ff_map.png
The bar under the picture is 20 um long. Other sequential cells in the stronger gray, the rest of the logic in the fainter gray.
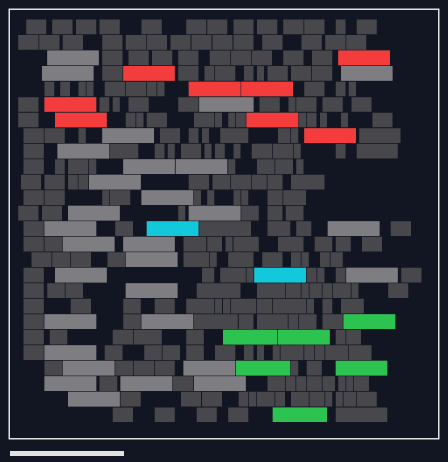
m1.png
The bar under the picture is 20 um long. Supply wires on this layer in gray. Cells faint in the background.
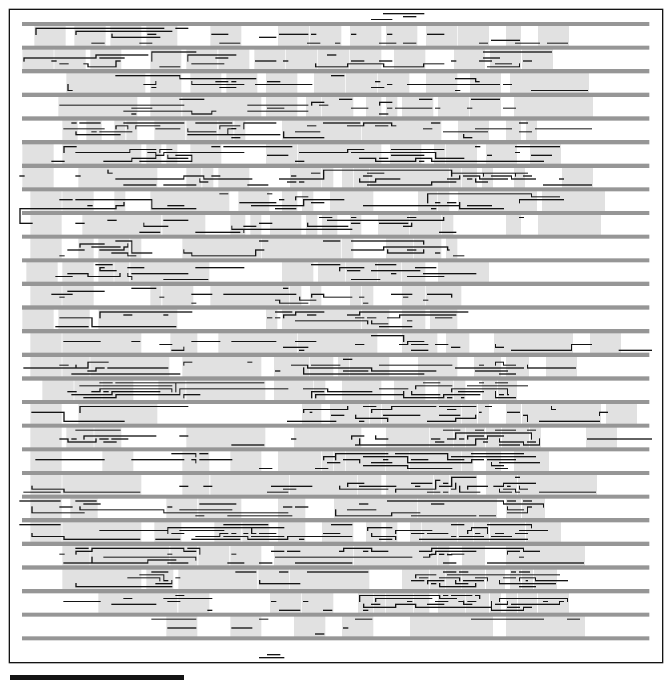
<file path="config.mk">
export PLATFORM = sky130hd
export DESIGN_NAME = mul_share_arbiter
export DESIGN_NICKNAME = d
export VERILOG_FILES = /design/src/rtl/mul_share_arbiter_pkg.sv /design/src/rtl/rr_arb2.sv /design/src/rtl/mul_share_arbiter.sv
export SDC_FILE = /design/constraint.sdc
export NUM_CORES = 1
export LEC_CHECK = 0
export CAP_MARGIN = 20
export CORE_UTILIZATION = 40
export CTS_BUF_LIST = sky130_fd_sc_hd__clkbuf_2 sky130_fd_sc_hd__clkbuf_4 sky130_fd_sc_hd__clkbuf_8
export DETAILED_ROUTE_END_ITERATION = 16
export GPL_TIMING_DRIVEN = 0
export PLACE_DENSITY = 0.79
export SYNTH_ARGS = -nofsm -noshare
export SYNTH_HDL_FRONTEND = slang
export SYNTH_HIERARCHICAL = 1
export SYNTH_SLANG_ARGS = --single-unit
export TNS_END_PERCENT = 10
</file>
<file path="constraint.sdc">
create_clock -name clk -period 2.29 [get_ports clk]
set_clock_uncertainty 0.1 [all_clocks]
set_input_delay 0.229 -clock clk [delete_from_list [all_inputs] [get_ports clk]]
set_output_delay 0.229 -clock clk [all_outputs]
set_load 0.01 [all_outputs]
</file>
<file path="src/rtl/mul_share_arbiter_pkg.sv">
// Shared types and defaults for the two-requester multiplier-sharing arbiter.
package mul_share_arbiter_pkg;

  localparam int unsigned WDefault       = 8;
  localparam int unsigned TimeoutDefault = 64;
  localparam int unsigned WdogW          = $clog2(TimeoutDefault);

  typedef enum logic [1:0] {
    StIdle  = 2'd0,
    StStart = 2'd1,
    StWait  = 2'd2,
    StResp  = 2'd3
  } state_e;

endpackage

</file>
<file path="src/rtl/rr_arb2.sv">
// Two-requester round-robin picker; prefers the requester that did not win last time.
module rr_arb2 (
  input  logic       valid0_i,
  input  logic       valid1_i,
  input  logic       last_grant_i,
  input  logic       enable_i,
  output logic [1:0] grant_o,
  output logic       grant_id_o
);

  logic any_valid;

  always_comb begin
    grant_id_o = 1'b0;
    if (valid0_i && valid1_i) begin
      grant_id_o = ~last_grant_i;
    end else if (valid1_i) begin
      grant_id_o = 1'b1;
    end
    any_valid = valid0_i | valid1_i;
    grant_o   = {grant_id_o, ~grant_id_o} & {2{enable_i & any_valid}};
  end

endmodule

</file>
<file path="src/rtl/mul_share_arbiter.sv">
// Shares one sequential Booth multiplier between two requesters: arbitrates, starts the unit,
// reassembles the {hi, lo} product and returns it over a valid/ready response, with a watchdog.
module mul_share_arbiter
  import mul_share_arbiter_pkg::*;
#(
  parameter int unsigned W       = WDefault,
  parameter int unsigned TIMEOUT = TimeoutDefault
) (
  input  logic           clk,
  input  logic           rst_b,
  input  logic           req0_valid,
  output logic           req0_ready,
  input  logic [W-1:0]   req0_a,
  input  logic [W-1:0]   req0_b,
  input  logic           req1_valid,
  output logic           req1_ready,
  input  logic [W-1:0]   req1_a,
  input  logic [W-1:0]   req1_b,
  output logic           rsp_valid,
  input  logic           rsp_ready,
  output logic           rsp_id,
  output logic [2*W-1:0] rsp_data,
  output logic           rsp_err,
  output logic           mul_bgn,
  output logic [W-1:0]   mul_x,
  output logic [W-1:0]   mul_y,
  input  logic           mul_c6,
  input  logic           mul_c7,
  input  logic [W-1:0]   mul_outbus,
  input  logic           mul_done
);

  localparam int unsigned WdW = (TIMEOUT > 1) ? $clog2(TIMEOUT) : 1;
  localparam logic [WdW-1:0] WdLast = WdW'(TIMEOUT - 1);

  state_e         state_q;
  logic           last_grant_q;
  logic [WdW-1:0] wdog_q;
  logic [WdW-1:0] wdog_nxt;
  logic [W-1:0]   hi_q, lo_q, x_q, y_q;
  logic           bgn_q, rsp_valid_q, rsp_id_q, rsp_err_q;

  logic [1:0]     grant;
  logic           grant_id;
  logic           accept;
  logic [W-1:0]   acc_a, acc_b;

  // Readies are forced low while reset is asserted so every output reads 0 during reset.
  rr_arb2 u_arb (
    .valid0_i     (req0_valid),
    .valid1_i     (req1_valid),
    .last_grant_i (last_grant_q),
    .enable_i     ((state_q == StIdle) && rst_b),
    .grant_o      (grant),
    .grant_id_o   (grant_id)
  );

  assign req0_ready = grant[0];
  assign req1_ready = grant[1];
  assign accept     = |grant;
  assign acc_a      = grant_id ? req1_a : req0_a;
  assign acc_b      = grant_id ? req1_b : req0_b;
  assign wdog_nxt   = wdog_q + 1'b1;

  always_ff @(posedge clk or negedge rst_b) begin
    if (!rst_b) begin
      state_q      <= StIdle;
      last_grant_q <= 1'b1;
      wdog_q       <= '0;
      hi_q         <= '0;
      lo_q         <= '0;
      x_q          <= '0;
      y_q          <= '0;
      bgn_q        <= 1'b0;
      rsp_valid_q  <= 1'b0;
      rsp_id_q     <= 1'b0;
      rsp_err_q    <= 1'b0;
    end else begin
      unique case (state_q)
        StIdle: begin
          if (accept) begin
            x_q          <= acc_a;
            y_q          <= acc_b;
            rsp_id_q     <= grant_id;
            last_grant_q <= grant_id;
            hi_q         <= '0;
            lo_q         <= '0;
            wdog_q       <= '0;
            rsp_err_q    <= 1'b0;
            bgn_q        <= 1'b1;
            state_q      <= StStart;
          end
        end
        StStart: begin
          bgn_q   <= 1'b0;
          state_q <= StWait;
        end
        StWait: begin
          wdog_q <= wdog_nxt;
          if (mul_c6) hi_q <= mul_outbus;
          if (mul_c7) lo_q <= mul_outbus;
          // Done wins over a simultaneous timeout; a timeout discards any partial product.
          if (mul_done) begin
            rsp_valid_q <= 1'b1;
            rsp_err_q   <= 1'b0;
            state_q     <= StResp;
          end else if (wdog_nxt == WdLast) begin
            hi_q        <= '0;
            lo_q        <= '0;
            rsp_valid_q <= 1'b1;
            rsp_err_q   <= 1'b1;
            state_q     <= StResp;
          end
        end
        StResp: begin
          if (rsp_ready) begin
            rsp_valid_q <= 1'b0;
            state_q     <= StIdle;
          end
        end
        default: state_q <= StIdle;
      endcase
    end
  end

  assign rsp_valid = rsp_valid_q;
  assign rsp_id    = rsp_id_q;
  assign rsp_err   = rsp_err_q;
  assign rsp_data  = {hi_q, lo_q};
  assign mul_bgn   = bgn_q;
  assign mul_x     = x_q;
  assign mul_y     = y_q;

endmodule

</file>
==> flow_metrics.tcl <==
# flow metrics
set metrics [dict create \
    status "completed" \
    stdcell_count 375 \
    diodes 0 \
    p_switching_mw 1.41 \
    grt_setup_unrepaired "yes" \
    viasPerCell 5.05 \
    grtUsageMet2 0.334 \
    regArea_mm2 0.00113 \
    grt_max_degree 33 \
    grt_pass1_vias 1805 \
    nClkBuffers 5 \
    rr_worst_depth 6 \
    clk_path_buf_depth 2 \
    cts_resized 8 \
    total_power_mw 3.94 \
    clk_latency_ps 300 \
    grtUsageMet3 0.0482 \
    fp_util 0.418 \
    cts_setup_buffers 6 \
    track_usage 0.199 \
    drt-total-wl_um 5360 \
    holdPathStages 2 \
    comb_share 0.297 \
    h-tree-depth 2 \
    pwr-share-comb 0.522 \
    grt_busiest_layer "met2" \
    routabilityCongestion 0.738 \
    cpPeakStageDelay_ps 460 \
    ys_seq_frac 0.528 \
    fp.dieH_um 75.1 \
    nFillCells 409 \
    crit_chain "ha_4 > a311o_1 > a221o_1 > buf_6 > o311a_4 > a22o_1" \
    aoi_share 0.215 \
    dp_slack_ps -380 \
    final-nonclk-buf-share 0.309 \
    slew_viol_final 0 \
    nNonClkInverters 7 \
    irDropWorstVdd_v 0.000720 \
    xor_share 0.00821 \
    stdcell_area_mm2 0.00340 \
    port_buffers 85 \
    dpl.cell_count 351 \
    cp_max_fo 8 \
    synth.logic.top_family "AND-OR/OR-AND gates" \
    timing.setup.tns_ps 0 \
    async_reset_ff_frac 1.00 \
    reg2reg_slack_ps 30 \
    top_area_frac 0.516 \
    cp.depth 6 \
    dr.first_iter.drc_count 77 \
    drive_gt1_frac 0.167 \
    cts.sinks 45 \
    crit_arrival_ps 2360 \
    cts_root_buf "clkbuf_8" \
    drc 0 \
    worst_path_max_delay_cell "dfrtp_2" \
    top_cell "dfrtp_1" \
    comb_cell_power_mw 2.06 \
    reg2reg_to "hi_q[1]$_DFFE_PN0P_" \
    setup_slack_ps 29.5 \
    fa_ha_area_frac 0.0410 \
    final_cell_mix "83 x clkdlybuf4s50_1, 41 x dfrtp_1, 32 x nand2_1" \
    pwr-share-seq 0.349 \
    logic_gate_count 135 \
    floorplan.nets 250 \
    hpwl_um 3830 \
    dieWidth_um 75.1 \
    seq_share 0.333 \
    syn_avg_cell_area_um2 10.9 \
    buffers_excl_clock 110 \
    largest_area_cell "dfrtp_1" \
    cts_tree "yes" \
    rows 26 \
    swShare 0.358 \
    yosys_warnings 6 \
    grt.overflow.total 0 \
    wl_per_cell_um 14.3 \
    synth_top_flop_cell "dfrtp_1" \
    r2r-start "wdog_q[1]$_DFFE_PN0P_" \
    ant_nets 0 \
    fin_nets 359 \
    syn_inst 195 \
    mux_share 0.0803 \
    slew_headroom 0.615 \
    maxPowerGroup "combinational logic" \
    fin_crit_sh 0.987 \
    hold_path_class "register to register" \
    p_seq_mw 1.37 \
    comb_area_mm2 0.00101 \
    post_dp_cell_area_mm2 0.00313 \
    final-setup-viol-count 0 \
    leakagePower_nw 1.49 \
    top_area_cell_class "sequential cells" \
    synthesis.area_mm2 0.00213 \
    cap_viol_max_count 0 \
    dieArea_mm2 0.00563 \
    worstSetupEndpointType "register" \
    dr.pass1.iters 4 \
    dr_wl_met3_um 253 \
    hold_viol 0 \
]
-- ff_map.png (at the start) --
color	netlist name	flops
green	wdog_q	6
cyan	state_q	2
red	mul_y	8
not colored	29

-- m1.png (at the start) --
nets with wire on the layer	312
wire length on this layer	2260 um
share of all routed wire	42%
longest straight run	17.0 um

Power and IR drop assume default switching activity.
